File: src/rtl/sobel_result_writer.sv
// sobel_result_writer: back end of the edge-detection datapath.
// Takes Sobel magnitude pixels over a valid/ready handshake, thresholds each
// one against the threshold latched at start, writes one edge bit per pixel
// into the result frame RAM, counts edge pixels and pulses done per frame.
// Optional feature macro: SOBEL_BORDER_CLEAR_EN (forces border pixels to 0).
//
// Handshake: a pixel is transferred on a rising clock edge where
// pixel_valid && pixel_ready. pixel_ready comes from the state register only
// and never looks at pixel_valid; the upstream may hold or drop pixel_valid freely.
module sobel_result_writer #(
    parameter int IMG_WIDTH  = 64,
    parameter int IMG_HEIGHT = 64,
    parameter int ADDR_W     = 12,
    parameter int PIX_W      = 11
) (
    input  logic              clock,
    input  logic              reset_n,
    input  logic              start,
    input  logic [6:0]        thres_switch,
    input  logic              pixel_valid,
    input  logic [PIX_W-1:0]  pixel_data,
    output logic              pixel_ready,
    output logic              wr_en,
    output logic [ADDR_W-1:0] wr_addr,
    output logic              wr_data,
    output logic              busy,
    output logic              done,
    output logic [ADDR_W:0]   edge_count,
    output logic [1:0]        state_dbg
);

    localparam int COL_W = (IMG_WIDTH > 1) ? $clog2(IMG_WIDTH) : 1;
    localparam int ROW_W = (IMG_HEIGHT > 1) ? $clog2(IMG_HEIGHT) : 1;
    localparam logic [COL_W-1:0]  COL_LAST = COL_W'(IMG_WIDTH - 1);
    localparam logic [ADDR_W-1:0] IDX_LAST = ADDR_W'(IMG_WIDTH * IMG_HEIGHT - 1);
`ifdef SOBEL_BORDER_CLEAR_EN
    localparam logic [ROW_W-1:0]  ROW_LAST = ROW_W'(IMG_HEIGHT - 1);
`endif

    typedef enum logic [1:0] {
        ST_IDLE = 2'd0,
        ST_RUN  = 2'd1,
        ST_DONE = 2'd2
    } state_t;

    state_t              state_q, state_d;
    logic [6:0]          thres_q, thres_d;
    logic [COL_W-1:0]    col_q, col_d;
    logic [ROW_W-1:0]    row_q, row_d;
    logic [ADDR_W-1:0]   idx_q, idx_d;
    logic                wr_en_q, wr_en_d;
    logic [ADDR_W-1:0]   wr_addr_q, wr_addr_d;
    logic                wr_data_q, wr_data_d;
    logic [ADDR_W:0]     edge_count_q, edge_count_d;

    logic                beat;
    logic                raw_edge;
    logic                edge_bit;

    // Edge decision for the pixel currently on the bus (top 7 magnitude bits vs threshold).
    always_comb begin
        raw_edge = (pixel_data[PIX_W-1 -: 7] > thres_q);
`ifdef SOBEL_BORDER_CLEAR_EN
        edge_bit = raw_edge && !((col_q == '0) || (col_q == COL_LAST) ||
                                 (row_q == '0) || (row_q == ROW_LAST));
`else
        edge_bit = raw_edge;
`endif
        beat = pixel_valid && (state_q == ST_RUN);
    end

    // Next-state and datapath: one write per beat, last beat of the frame exits RUN.
    always_comb begin
        state_d      = state_q;
        thres_d      = thres_q;
        col_d        = col_q;
        row_d        = row_q;
        idx_d        = idx_q;
        wr_en_d      = 1'b0;
        wr_addr_d    = wr_addr_q;
        wr_data_d    = wr_data_q;
        edge_count_d = edge_count_q;
        case (state_q)
            ST_IDLE: begin
                if (start) begin
                    state_d      = ST_RUN;
                    thres_d      = thres_switch;
                    edge_count_d = '0;
                    col_d        = '0;
                    row_d        = '0;
                    idx_d        = '0;
                end
            end
            ST_RUN: begin
                if (beat) begin
                    wr_en_d      = 1'b1;
                    wr_addr_d    = idx_q;
                    wr_data_d    = edge_bit;
                    edge_count_d = edge_count_q + (ADDR_W+1)'(edge_bit);
                    idx_d        = idx_q + ADDR_W'(1);
                    if (col_q == COL_LAST) begin
                        col_d = '0;
                        row_d = row_q + ROW_W'(1);
                    end else begin
                        col_d = col_q + COL_W'(1);
                    end
                    if (idx_q == IDX_LAST) begin
                        state_d = ST_DONE;
                    end
                end
            end
            ST_DONE: begin
                state_d = ST_IDLE;
            end
            default: begin
                state_d = ST_IDLE;
            end
        endcase
    end

    // State and datapath registers; reset abandons any partial frame.
    always_ff @(posedge clock or negedge reset_n) begin
        if (!reset_n) begin
            state_q      <= ST_IDLE;
            thres_q      <= '0;
            col_q        <= '0;
            row_q        <= '0;
            idx_q        <= '0;
            wr_en_q      <= 1'b0;
            wr_addr_q    <= '0;
            wr_data_q    <= 1'b0;
            edge_count_q <= '0;
        end else begin
            state_q      <= state_d;
            thres_q      <= thres_d;
            col_q        <= col_d;
            row_q        <= row_d;
            idx_q        <= idx_d;
            wr_en_q      <= wr_en_d;
            wr_addr_q    <= wr_addr_d;
            wr_data_q    <= wr_data_d;
            edge_count_q <= edge_count_d;
        end
    end

    assign pixel_ready = (state_q == ST_RUN);
    assign busy        = (state_q == ST_RUN);
    assign done        = (state_q == ST_DONE);
    assign wr_en       = wr_en_q;
    assign wr_addr     = wr_addr_q;
    assign wr_data     = wr_data_q;
    assign edge_count  = edge_count_q;
    assign state_dbg   = state_q;

endmodule

File: config.mk
export PLATFORM = sky130hd
export DESIGN_NAME = sobel_result_writer
export DESIGN_NICKNAME = d
export VERILOG_FILES = /design/src/rtl/sobel_result_writer.sv
export SDC_FILE = /design/constraint.sdc
export NUM_CORES = 1
export LEC_CHECK = 0
export ABC_AREA = 1
export CORE_MARGIN = 3
export CORE_UTILIZATION = 38
export CTS_CLUSTER_SIZE = 24
export DETAILED_ROUTE_END_ITERATION = 6
export PLACE_DENSITY = 0.74
export SLEW_MARGIN = 20
export SYNTH_ARGS = -nofsm -noshare
export SYNTH_HDL_FRONTEND = slang
export SYNTH_SLANG_ARGS = --single-unit
File: constraint.sdc
create_clock -name clock -period 2.2 [get_ports clock]
set_input_delay 0.44 -clock clock [delete_from_list [all_inputs] [get_ports clock]]
set_output_delay 0.44 -clock clock [all_outputs]
set_load 0.05 [all_outputs]
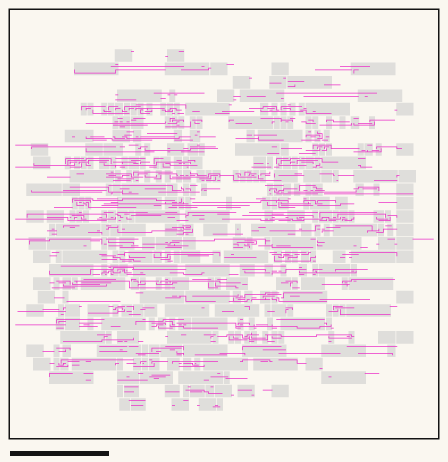
Figure 1: met1 routing.
Scale bar: 20 um.
longest straight run: 45.5 um
nets with wire on the layer: 343
wire length on this layer: 2520 um

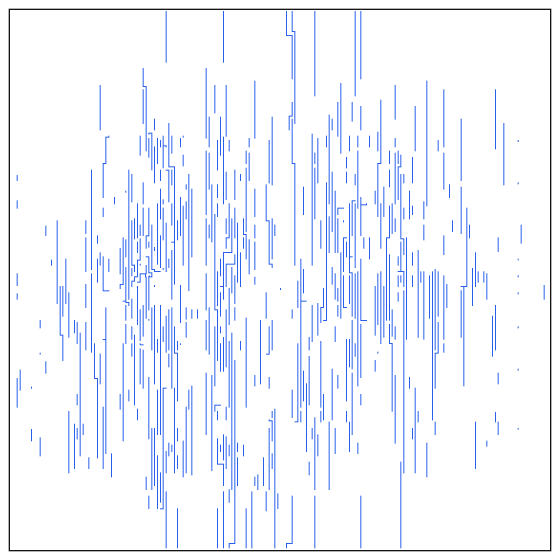
Figure 2: metal 2.
longest straight run: 29.4 um
wire length on this layer: 2720 um

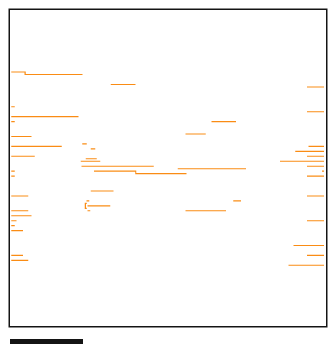
Figure 3: the metal 3 layer.
Scale bar: 20 um.
main direction: horizontal
longest straight run: 19.5 um

==> impl.org <==
#+TITLE: Synthesis and PnR summary

** Critical path
- STA classifies the critical path startpoint as a flop.
- Cell depth of the worst flop-to-flop path :: 13
- Per the post-run analysis, buffers plus inverters along the critical path come to 1.
- STA reports a reg2reg setup slack of 110 ps.
- Destination of the critical timing path :: edge_count[1]
- Along the worst path, the maximum fanout reaches 5.
- Required time of the critical path :: 1760 ps
- Critical R2R Capture :: edge_count[4]
- Kind of capture point of the worst setup path :: primary output
- Ordered list of cells on the worst path :: clkdlybuf4s50_1
- On the worst path, the slowest cell contributes a delay of 870 ps.

** Cells and area
- Clk cell area share :: 0.0248
- In the finished layout, the clock tree contains a buffer count of 5.
- Fill cell instance count of the final layout :: 560
- The count of cells in the finished layout, fillers not included, comes to 442.
- Non-clock buffers in the final layout number 60.
- The finished cells cover 0.00328 sq mm.
- N_diodes :: 0
- At the end of the flow, the number of nets in the layout was 400.
- Most used cells in the layout excluding fill and tap cells :: sky130_fd_sc_hd__nand2_1, sky130_fd_sc_hd__dfrtp_1, sky130_fd_sc_hd__clkdlybuf4s50_1

** Detailed routing
- Per the log, the first TritonRoute iteration ended with a DRC count of 100.
- TritonRoute output was used to compute an average wire per cell of 12.6 um.
- The routed layout has 2135 vias.

** Synthesis
- Of the post-synthesis cell area, the part taken by muxes is 0.
- Post-Syn Nets :: 341
- Of the post-synthesis cell area, the dominant cell type holds 0.485.
- For reference, the top cells by count after synthesis are sky130_fd_sc_hd__nand2_1, sky130_fd_sc_hd__dfrtp_1, sky130_fd_sc_hd__nor2_1.
- In this run, the synthesized area fraction spent on adder and majority cells is recorded as 0.0556.
- A synthesized cell averages 8.04 sq um.
- sky130_fd_sc_hd__dfrtp_1 takes more of the synthesized area than any other cell.
- Post-synth area hogs :: sky130_fd_sc_hd__dfrtp_1, sky130_fd_sc_hd__nand2_1, sky130_fd_sc_hd__nor2_1, sky130_fd_sc_hd__ha_1, sky130_fd_sc_hd__inv_1
- Post-synthesis async set-or-reset flop share :: 1.00
- Number of synthesized register bits :: 48
- In this run, synthesis inferred 0 flip-flops with an integrated enable.
- Simple Share, Synth :: 0.306

** Floorplanning
- During I/O placement, the number of pins put on the boundary was 54.
- The initial utilization of the core area, before any placement, comes to 0.404.
- For reference, the placement row count at floorplan is 28.
- The floorplan step set the die height to 86.7 um.
- The overall die size recorded for this design is 0.00752 sq mm.
- During tapcell insertion the tool placed 75 well taps.

** Final timing
- Rel. slew slack :: 0.641
- Final setup viols :: 0
- Number of hold violations in the final report :: 0
- Setup slack on the critical path of the routed design comes to 42.6 ps.
- Post-route clock period utilization :: 0.981
- Post-Route Skew :: 3.16 ps
- For the pin with the worst max-slew slack, the measured transition is 539 ps.

** Global routing
- For this run the aggregate overflow at the end of global routing stands at 0.
- Number of antenna violations at the first check in global routing :: 0
- The first global-routing pass estimated 9420 um of wire.
- Largest net degree at the start of global routing :: 26

** Power
- Static leakage power :: 1.59 nW
- Power density relative to cell area :: 864 mW/mm^2
- The design draws 2.84 mW.

** Hold path
- Note that the worst hold path type here is input pin to asynchronous set/reset pin.

** Clock network
- In the CTS report, the clock slew at the register clock pins of the worst setup and hold paths is listed as 90 ps.
- According to the CTS report, the clock sink count is 48.
- Longest Clk Path Bufs :: 2
- Post-cts gate resize count :: 16
- Post-CTS Hold Fix Bufs :: 0
- CTS tree :: yes
- The number of clock buffers added by TritonCTS is 5.
- In this run the post-CTS setup repair buffer count came out at 1.

** Outcome
- The run finished with clean final reports.

** Placed design
- Pre-CTS setup slack :: -459 ps
- At the end of routability-driven placement, the weighted congestion stood at 0.825.
- Number of buffer cells added on primary ports :: 49

** Run
- Tool Warnings :: 31
==> flip-flops by register name (all words and copies together) (netlist names) <==
signal	cells
wr_addr	12
wr_en	1
idx_q	12
thres_q	7
edge_count	13
wr_data	1
state_dbg	2
==> metal layers <==
metal | track usage | vias up | wire length [um]
met4 | 0.0411 | 0 | 48
met1 | 0.208 | 981 | 2520
li1 | - | 1087 | -
met5 | 0 | - | 0
met2 | 0.255 | 60 | 2720
met3 | 0.0342 | 7 | 286
==> where the power goes <==
group | leakage (nW) | switching, mW | total [mW] | internal [mW]
Clock | 0.0400 | 0.292 | 0.508 | 0.216
Sequential | 0.631 | 0.141 | 1.19 | 1.05
Combinational | 0.920 | 0.715 | 1.14 | 0.426
Total | 1.59 | 1.15 | 2.84 | 1.69
No activity file was given, so power comes from the tool's default toggle rates.
